### config.mk
export PLATFORM = sky130hd
export DESIGN_NAME = ov7670_cfg_sequencer
export DESIGN_NICKNAME = d
export VERILOG_FILES = /design/src/rtl/ov7670_cfg_sequencer.sv
export SDC_FILE = /design/constraint.sdc
export NUM_CORES = 1
export LEC_CHECK = 0
export CAP_MARGIN = 25
export CORE_ASPECT_RATIO = 0.8
export CORE_MARGIN = 4
export CORE_UTILIZATION = 25
export CTS_BUF_LIST = sky130_fd_sc_hd__clkbuf_16
export DETAILED_ROUTE_END_ITERATION = 7
export SYNTH_ARGS = -nofsm -noshare
export SYNTH_HDL_FRONTEND = slang
export SYNTH_SLANG_ARGS = --single-unit
### constraint.sdc
create_clock -name clk -period 2.3 [get_ports clk]
set_input_delay 0.46 -clock clk [delete_from_list [all_inputs] [get_ports clk]]
set_output_delay 0.46 -clock clk [all_outputs]
set_load 0.01 [all_outputs]
### src/rtl/ov7670_cfg_sequencer.sv
// ov7670_cfg_sequencer
//
// Walks a register table and writes each entry to an OV7670 camera over SCCB
// by driving a byte-level I2C master. Each entry is one three-byte write:
// device id 8'h42, register address, register value. After the init table
// is written the block sits in DONE and accepts runtime single-register
// writes. NACKed transactions are retried a bounded number of times.
//
// Ports
//   clk, rst_n       clock, synchronous active-low reset
//   tbl_addr[7:0]    index of the table entry being written
//   tbl_data[15:0]   table word for tbl_addr: [15:8] reg address, [7:0] value
//   start, stop      one-cycle pulses that open/close an SCCB transaction
//   wr_data[7:0]     byte handed to the I2C master, 0 when not presenting
//   ack[1:0]         ack[1] strobes at the 9th bit, ack[0] 1=ACK 0=NACK
//   i2c_idle         I2C master is idle
//   upd_req/addr/data runtime write request
//   upd_ack          runtime request accepted
//   done             init table fully written
//   busy             a transaction (START..GAP) is in progress
//   err, err_index   sticky retry-exhausted flag and failing index
//                    (8'hFF for a runtime write)
//   dbg_state[2:0]   FSM state: 0 BOOT, 1 START, 2 ADDR, 3 DATA, 4 STOP,
//                    5 GAP, 6 DONE, 7 ERR
//
// Runtime handshake: upd_req is a valid that the requester holds, together
// with upd_addr/upd_data, until it sees upd_ack. upd_ack is high only in
// the cycle where the request is latched (DONE state, upd_req high), so one
// request is taken per transaction and a held request is never lost.

module ov7670_cfg_sequencer #(
  parameter int unsigned MSG_LAST    = 78,
  parameter int unsigned BOOT_CYCLES = 67108864,
  parameter int unsigned GAP_CYCLES  = 65536,
  parameter int unsigned MAX_RETRY   = 3
) (
  input  logic        clk,
  input  logic        rst_n,
  output logic [7:0]  tbl_addr,
  input  logic [15:0] tbl_data,
  output logic        start,
  output logic        stop,
  output logic [7:0]  wr_data,
  input  logic [1:0]  ack,
  input  logic        i2c_idle,
  input  logic        upd_req,
  input  logic [7:0]  upd_addr,
  input  logic [7:0]  upd_data,
  output logic        upd_ack,
  output logic        done,
  output logic        busy,
  output logic        err,
  output logic [7:0]  err_index,
  output logic [2:0]  dbg_state
);

  localparam int RW = $clog2(MAX_RETRY + 2);
  localparam logic [26:0]   BOOT_LAST = 27'(BOOT_CYCLES - 1);
  localparam logic [26:0]   GAP_LAST  = 27'(GAP_CYCLES - 1);
  localparam logic [RW-1:0] RETRY_MAX = RW'(MAX_RETRY);
  localparam logic [RW-1:0] RETRY_SAT = RW'(MAX_RETRY + 1);
  localparam logic [7:0]    DEV_ID    = 8'h42;

  typedef enum logic [2:0] {
    S_BOOT  = 3'd0,
    S_START = 3'd1,
    S_ADDR  = 3'd2,
    S_DATA  = 3'd3,
    S_STOP  = 3'd4,
    S_GAP   = 3'd5,
    S_DONE  = 3'd6,
    S_ERR   = 3'd7
  } state_e;

  state_e        state_q;
  logic [26:0]   cnt_q;
  logic [7:0]    index_q;
  logic [RW-1:0] retry_q;
  logic          nack_q;      // last transaction ended on a NACK
  logic          rt_q;        // current transaction is a runtime write
  logic [7:0]    rt_addr_q;
  logic [7:0]    rt_data_q;
  logic          start_q;
  logic          stop_q;
  logic [7:0]    wr_data_q;
  logic          done_q;
  logic          err_q;
  logic [7:0]    err_index_q;

  logic [RW-1:0] retry_d;
  logic [7:0]    addr_byte_d;
  logic [7:0]    data_byte_d;
  logic          ack_ok;
  logic          ack_nack;

  assign ack_ok      = (ack == 2'b11);
  assign ack_nack    = (ack == 2'b10);
  // Saturating increment keeps the counter from wrapping back under the limit.
  assign retry_d     = (retry_q == RETRY_SAT) ? retry_q : retry_q + 1'b1;
  assign addr_byte_d = rt_q ? rt_addr_q : tbl_data[15:8];
  assign data_byte_d = rt_q ? rt_data_q : tbl_data[7:0];

  always_ff @(posedge clk) begin
    if (!rst_n) begin
      state_q     <= S_BOOT;
      cnt_q       <= '0;
      index_q     <= '0;
      retry_q     <= '0;
      nack_q      <= 1'b0;
      rt_q        <= 1'b0;
      rt_addr_q   <= '0;
      rt_data_q   <= '0;
      start_q     <= 1'b0;
      stop_q      <= 1'b0;
      wr_data_q   <= '0;
      done_q      <= 1'b0;
      err_q       <= 1'b0;
      err_index_q <= '0;
    end else begin
      // Pulses and the presented byte last exactly one cycle unless re-armed.
      start_q   <= 1'b0;
      stop_q    <= 1'b0;
      wr_data_q <= '0;
      case (state_q)
        S_BOOT: begin
          if (cnt_q == BOOT_LAST) begin
            cnt_q     <= '0;
            index_q   <= '0;
            state_q   <= S_START;
            start_q   <= 1'b1;
            wr_data_q <= DEV_ID;
          end else begin
            cnt_q <= cnt_q + 27'd1;
          end
        end
        S_START: state_q <= S_ADDR;
        S_ADDR, S_DATA, S_STOP: begin
          if (ack_ok) begin
            if (state_q == S_ADDR) begin
              wr_data_q <= addr_byte_d;
              state_q   <= S_DATA;
            end else if (state_q == S_DATA) begin
              wr_data_q <= data_byte_d;
              state_q   <= S_STOP;
            end else begin
              stop_q  <= 1'b1;
              retry_q <= '0;
              nack_q  <= 1'b0;
              cnt_q   <= '0;
              state_q <= S_GAP;
            end
          end else if (ack_nack) begin
            stop_q  <= 1'b1;
            retry_q <= retry_d;
            nack_q  <= 1'b1;
            cnt_q   <= '0;
            state_q <= S_GAP;
          end
        end
        S_GAP: begin
          if (cnt_q != GAP_LAST) begin
            cnt_q <= cnt_q + 27'd1;
          end else if (i2c_idle) begin
            cnt_q <= '0;
            if (nack_q) begin
              if (retry_q > RETRY_MAX) begin
                err_q   <= 1'b1;
                retry_q <= '0;
                nack_q  <= 1'b0;
                if (rt_q) begin
                  err_index_q <= 8'hFF;
                  rt_q        <= 1'b0;
                  state_q     <= S_DONE;
                end else begin
                  err_index_q <= index_q;
                  state_q     <= S_ERR;
                end
              end else begin
                state_q   <= S_START;
                start_q   <= 1'b1;
                wr_data_q <= DEV_ID;
              end
            end else if (rt_q) begin
              rt_q    <= 1'b0;
              state_q <= S_DONE;
            end else if (index_q == 8'(MSG_LAST)) begin
              done_q  <= 1'b1;
              state_q <= S_DONE;
            end else begin
              index_q   <= index_q + 8'd1;
              state_q   <= S_START;
              start_q   <= 1'b1;
              wr_data_q <= DEV_ID;
            end
          end
        end
        S_DONE: begin
          if (upd_req) begin
            rt_q      <= 1'b1;
            rt_addr_q <= upd_addr;
            rt_data_q <= upd_data;
            state_q   <= S_START;
            start_q   <= 1'b1;
            wr_data_q <= DEV_ID;
          end
        end
        S_ERR: state_q <= S_ERR;
        default: state_q <= S_BOOT;
      endcase
    end
  end

  // Accept strobe is combinational so it coincides with the latching edge.
  assign upd_ack   = rst_n && (state_q == S_DONE) && upd_req;
  assign busy      = (state_q == S_START) || (state_q == S_ADDR) ||
                     (state_q == S_DATA)  || (state_q == S_STOP) ||
                     (state_q == S_GAP);
  assign tbl_addr  = index_q;
  assign start     = start_q;
  assign stop      = stop_q;
  assign wr_data   = wr_data_q;
  assign done      = done_q;
  assign err       = err_q;
  assign err_index = err_index_q;
  assign dbg_state = state_q;

endmodule

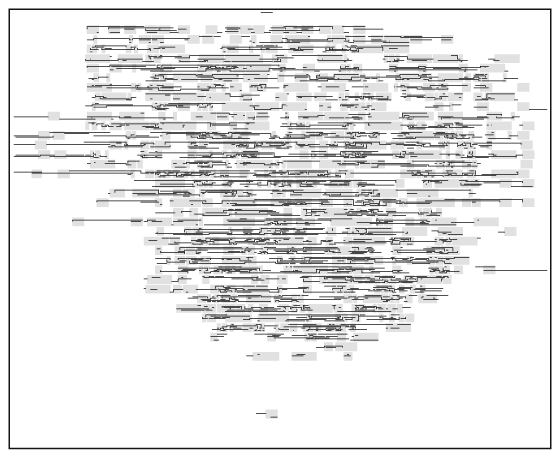
*Met1 routing, run 1*
Cells faint in the background.
655 nets have wire on it. The layer holds 50% of the routed length. The layer carries 6,700 um of wire.
Routed WL: 13,400 um
Via Count: 4,449
met1 Usage GRT: 21.1%

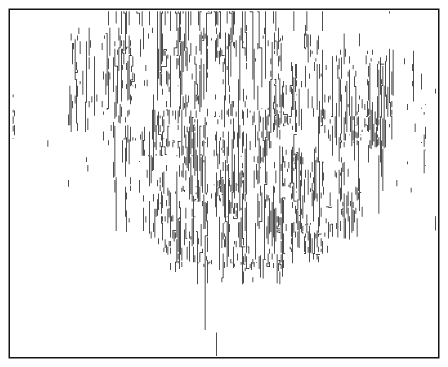
*Signal wires on met2, run 1*
The longest straight run is 40.3 um. The layer carries 5,650 um of wire. The wires run mostly vertical. 568 nets have wire on it. The layer holds 42% of the routed length.
GR Util met2: 19.6%

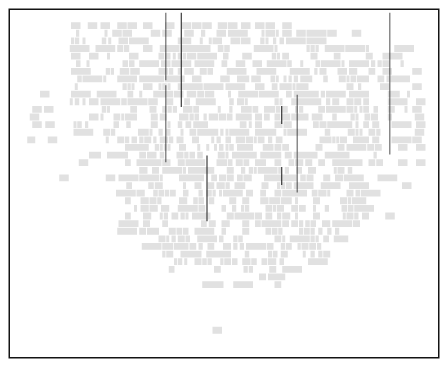
*The metal 4 layer, run 1*
Cells faint in the background.
The layer carries 205 um of wire. The longest straight run is 50.3 um.

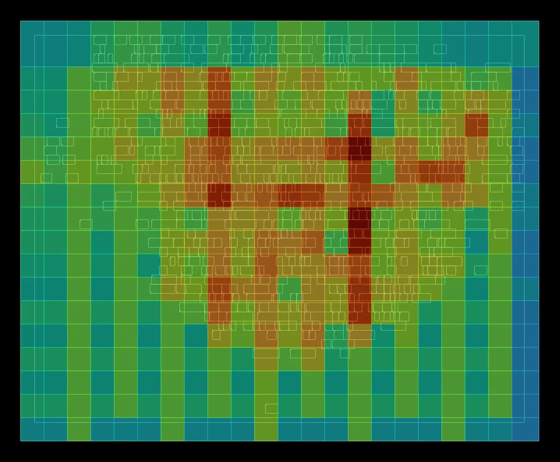
*Routing congestion, run 1*
WL/cell: 15.2 um
met3 Usage GRT: 3.06%
gr busiest metal: met1

==> flow_metrics.py, run 1 <==
# Synthesis and PnR figures
metrics = {
    "timing": {
        "setup_tns_ns": -0.0324,
        "hold_ws_ns": 0.455,
        "grt_setup_unrepaired": "true",
        "setup_viol": 2,
        "min_period_ns": 2.32,
        "skew_ns": 0.0106,
        "hold_viol": 0,
        "fin_ws_ns": -0.0173,
    },
    "placement": {
        "io_buffers": 70,
        "hpwlAfterDp_um": 9620,
        "place_ws_ns": -0.206,
    },
    "cells_and_area": {
        "top_register": "cnt_q",
        "logic_area_um2": 2510,
        "n_clock_buffer": 9,
        "stdcell_area_um2": 6250,
        "drive_above_1_share_pct": 21.6,
        "largest_reg_flops": 27,
        "dominant_cells": "logic gates",
        "clkCellAreaFrac_pct": 5.53,
        "final-seq-area_um2": 1590,
        "fin_cells": 884,
        "nFillCells": 1700,
        "nonClkBufAreaFrac_pct": 23.1,
    },
    "floorplan": {
        "rows": 42,
        "fp.dieW_um": 153,
        "n_tap_cell": 220,
        "die_h_um": 124,
    },
    "logic_synthesis": {
        "ys_sh_aoi_pct": 19.8,
        "simple_gate_area_share_pct": 29.2,
        "yosysTopAreaCellShare_pct": 37.7,
        "adder_share_pct": 1.79,
        "synth-xor-area-share_pct": 1.04,
        "synth-edff-count": 0,
        "ys_sh_mux_pct": 4.08,
        "top_area_cell": "dfxtp_1",
        "fp_nets": 569,
        "flop_cell": "dfxtp_1",
        "synth_flops": 79,
        "synthArstFlopShare_pct": 0,
        "common_cells": "dfxtp_1 (79), nand2_1 (64), a21oi_1 (53), nor2_1 (34), clkbuf_1 (25)",
    },
    "clock_network": {
        "clk_path_buf_depth": 2,
        "cts_tree": "done",
        "htree_levels": 3,
        "clk_pin_slew_worst_paths_ns": 0.06,
    },
    "flow_run": {
        "log.warning_count": 30,
    },
    "critical_path": {
        "cpMaxStageDelayCell": "or4_4",
        "worst_setup_path_start_kind": "flop",
        "cp_max_fo": 6,
        "r2r_cells": 10,
        "crit_arrival_ns": 2.56,
        "endpoint_kind": "flop",
        "ff2ff_setup_slack_ns": -0.02,
        "r2r-start": "cnt_q[0]$_SDFFE_PN0P_",
    },
    "grt": {
        "grt_pass1_wl_um": 21300,
        "grt_overflow_total": 0,
        "grt_use_total_pct": 13.9,
        "grt_max_degree": 22,
    },
    "worst_hold_path": {
        "hold_depth": 2,
        "whs_endpoint": "rt_data_q[7]$_SDFFE_PN0P_",
    },
    "power": {
        "clockPowerShare_pct": 46.7,
        "pwr-share-seq_pct": 39.6,
        "power_frac_comb_pct": 13.7,
        "maxPowerGroup": "the clock network",
        "total_power_w": 0.00358,
        "swShare_pct": 24.2,
        "comb_power_w": 0.000491,
    },
    "status": {
        "status": "finished with violations",
        "violations": "negative setup slack",
    },
    "routing": {
        "wl_met2_um": 5650,
    },
}
==> run 1 -> run 2 <==
==> constraint.sdc (replaced) <==
create_clock -name clk -period 1.97 [get_ports clk]
set_input_delay 0.394 -clock clk [delete_from_list [all_inputs] [get_ports clk]]
set_output_delay 0.394 -clock clk [all_outputs]
set_load 0.01 [all_outputs]
==> run 2 against run 1 <==
The run still ends with negative setup slack left. Count of clock-buffer cells in the layout unchanged. Via count increased by 6.5%. Maximum frequency increased by 2.9%. Synthesized cell count unchanged. Synthesized area unchanged. Largest cell class unchanged.
==> flow_metrics.py, run 2 <==
# Synthesis and PnR figures
metrics = {
    "status": {
        "status": "finished with violations",
        "violations": "negative setup slack",
    },
    "logic_synthesis": {
        "synthArstFlopShare_pct": 0,
        "synth-edff-count": 0,
        "adder_share_pct": 1.79,
        "top_area_cell": "dfxtp_1",
        "simple_gate_area_share_pct": 29.2,
        "yosysTopAreaCellShare_pct": 37.7,
        "synth_flops": 79,
        "synth-xor-area-share_pct": 1.04,
        "ys_sh_aoi_pct": 19.8,
        "flop_cell": "dfxtp_1",
        "synth_seq_share_pct": 37.7,
        "common_cells": "dfxtp_1 (79), nand2_1 (64), a21oi_1 (53), nor2_1 (34), clkbuf_1 (25)",
        "fp_nets": 569,
        "ys_sh_mux_pct": 4.08,
    },
    "critical_path": {
        "cpMaxStageDelayCell": "or4_4",
        "cp_max_fo": 6,
        "endpoint_kind": "flop",
        "worst_setup_path_start_kind": "flop",
        "r2r_cells": 8,
        "crit_arrival_ns": 2.47,
        "ff2ff_setup_slack_ns": -0.28,
        "r2r-start": "cnt_q[26]$_SDFFE_PN0P_",
    },
    "cells_and_area": {
        "clkCellAreaFrac_pct": 4.29,
        "nFillCells": 1633,
        "logic_area_um2": 2840,
        "top_register": "cnt_q",
        "drive_above_1_share_pct": 35.4,
        "fin_cells": 935,
        "num_antenna_cells": 0,
        "n_clock_buffer": 9,
    },
    "power": {
        "comb_power_w": 0.000755,
        "power_frac_comb_pct": 18.4,
        "clockPowerShare_pct": 41.3,
        "total_power_w": 0.00409,
        "maxPowerGroup": "the clock network",
        "pwr-share-seq_pct": 40.2,
        "swShare_pct": 26.7,
    },
    "timing": {
        "maxSlewViolCount": 0,
        "min_period_ns": 2.25,
        "setup_tns_ns": -10.38,
        "grt_setup_unrepaired": "true",
        "fin_crit_sh_pct": 114,
        "setup_viol": 53,
        "fin_ws_ns": -0.282,
        "slew-limit-headroom_pct": 51.7,
        "skew_ns": 0.00932,
        "hold_viol": 0,
    },
    "floorplan": {
        "n_tap_cell": 220,
        "rows": 42,
        "fp.dieW_um": 153,
        "die_h_um": 124,
    },
    "worst_hold_path": {
        "hold_depth": 2,
        "whs_endpoint": "rt_data_q[3]$_SDFFE_PN0P_",
    },
    "clock_network": {
        "clk_path_buf_depth": 2,
        "clk_pin_slew_worst_paths_ns": 0.07,
        "cts_tree": "done",
        "htree_levels": 3,
    },
    "grt": {
        "grt_use_met1_pct": 21.7,
        "grt_pass1_wl_um": 22800,
        "grt.met3_usage_pct": 3.06,
        "grt_use_total_pct": 14.7,
        "met2_usage_pct": 21.8,
        "grt.busiest_layer": "met2",
        "grt_max_degree": 25,
    },
    "flow_run": {
        "log.warning_count": 31,
    },
    "routing": {
        "wl_met2_um": 6520,
        "finalWirelength_um": 14700,
        "vias": 4737,
    },
    "placement": {
        "place_ws_ns": -0.525,
        "hpwlAfterDp_um": 9990,
    },
}
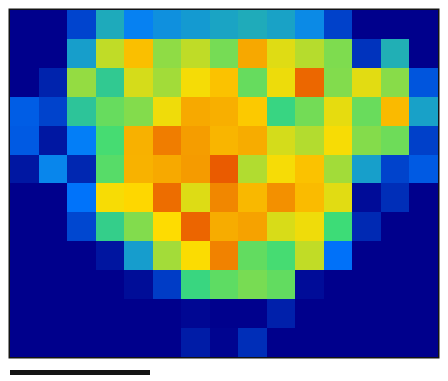
*Cell area per tile, run 2*
Bar = 50 um. 15 x 12 tiles, from dark blue (low) to red (high), 0 to 100% covered.
16% of the tiles are over 75% full. 32% of the tiles are nearly empty. The fullest tile reaches 90%.
fp util: 25.4%
Layout Utilization: 42.4%
CORE AREA: 16,500 um^2

Power figures rest on the tool's default switching activity, not on a simulated workload.
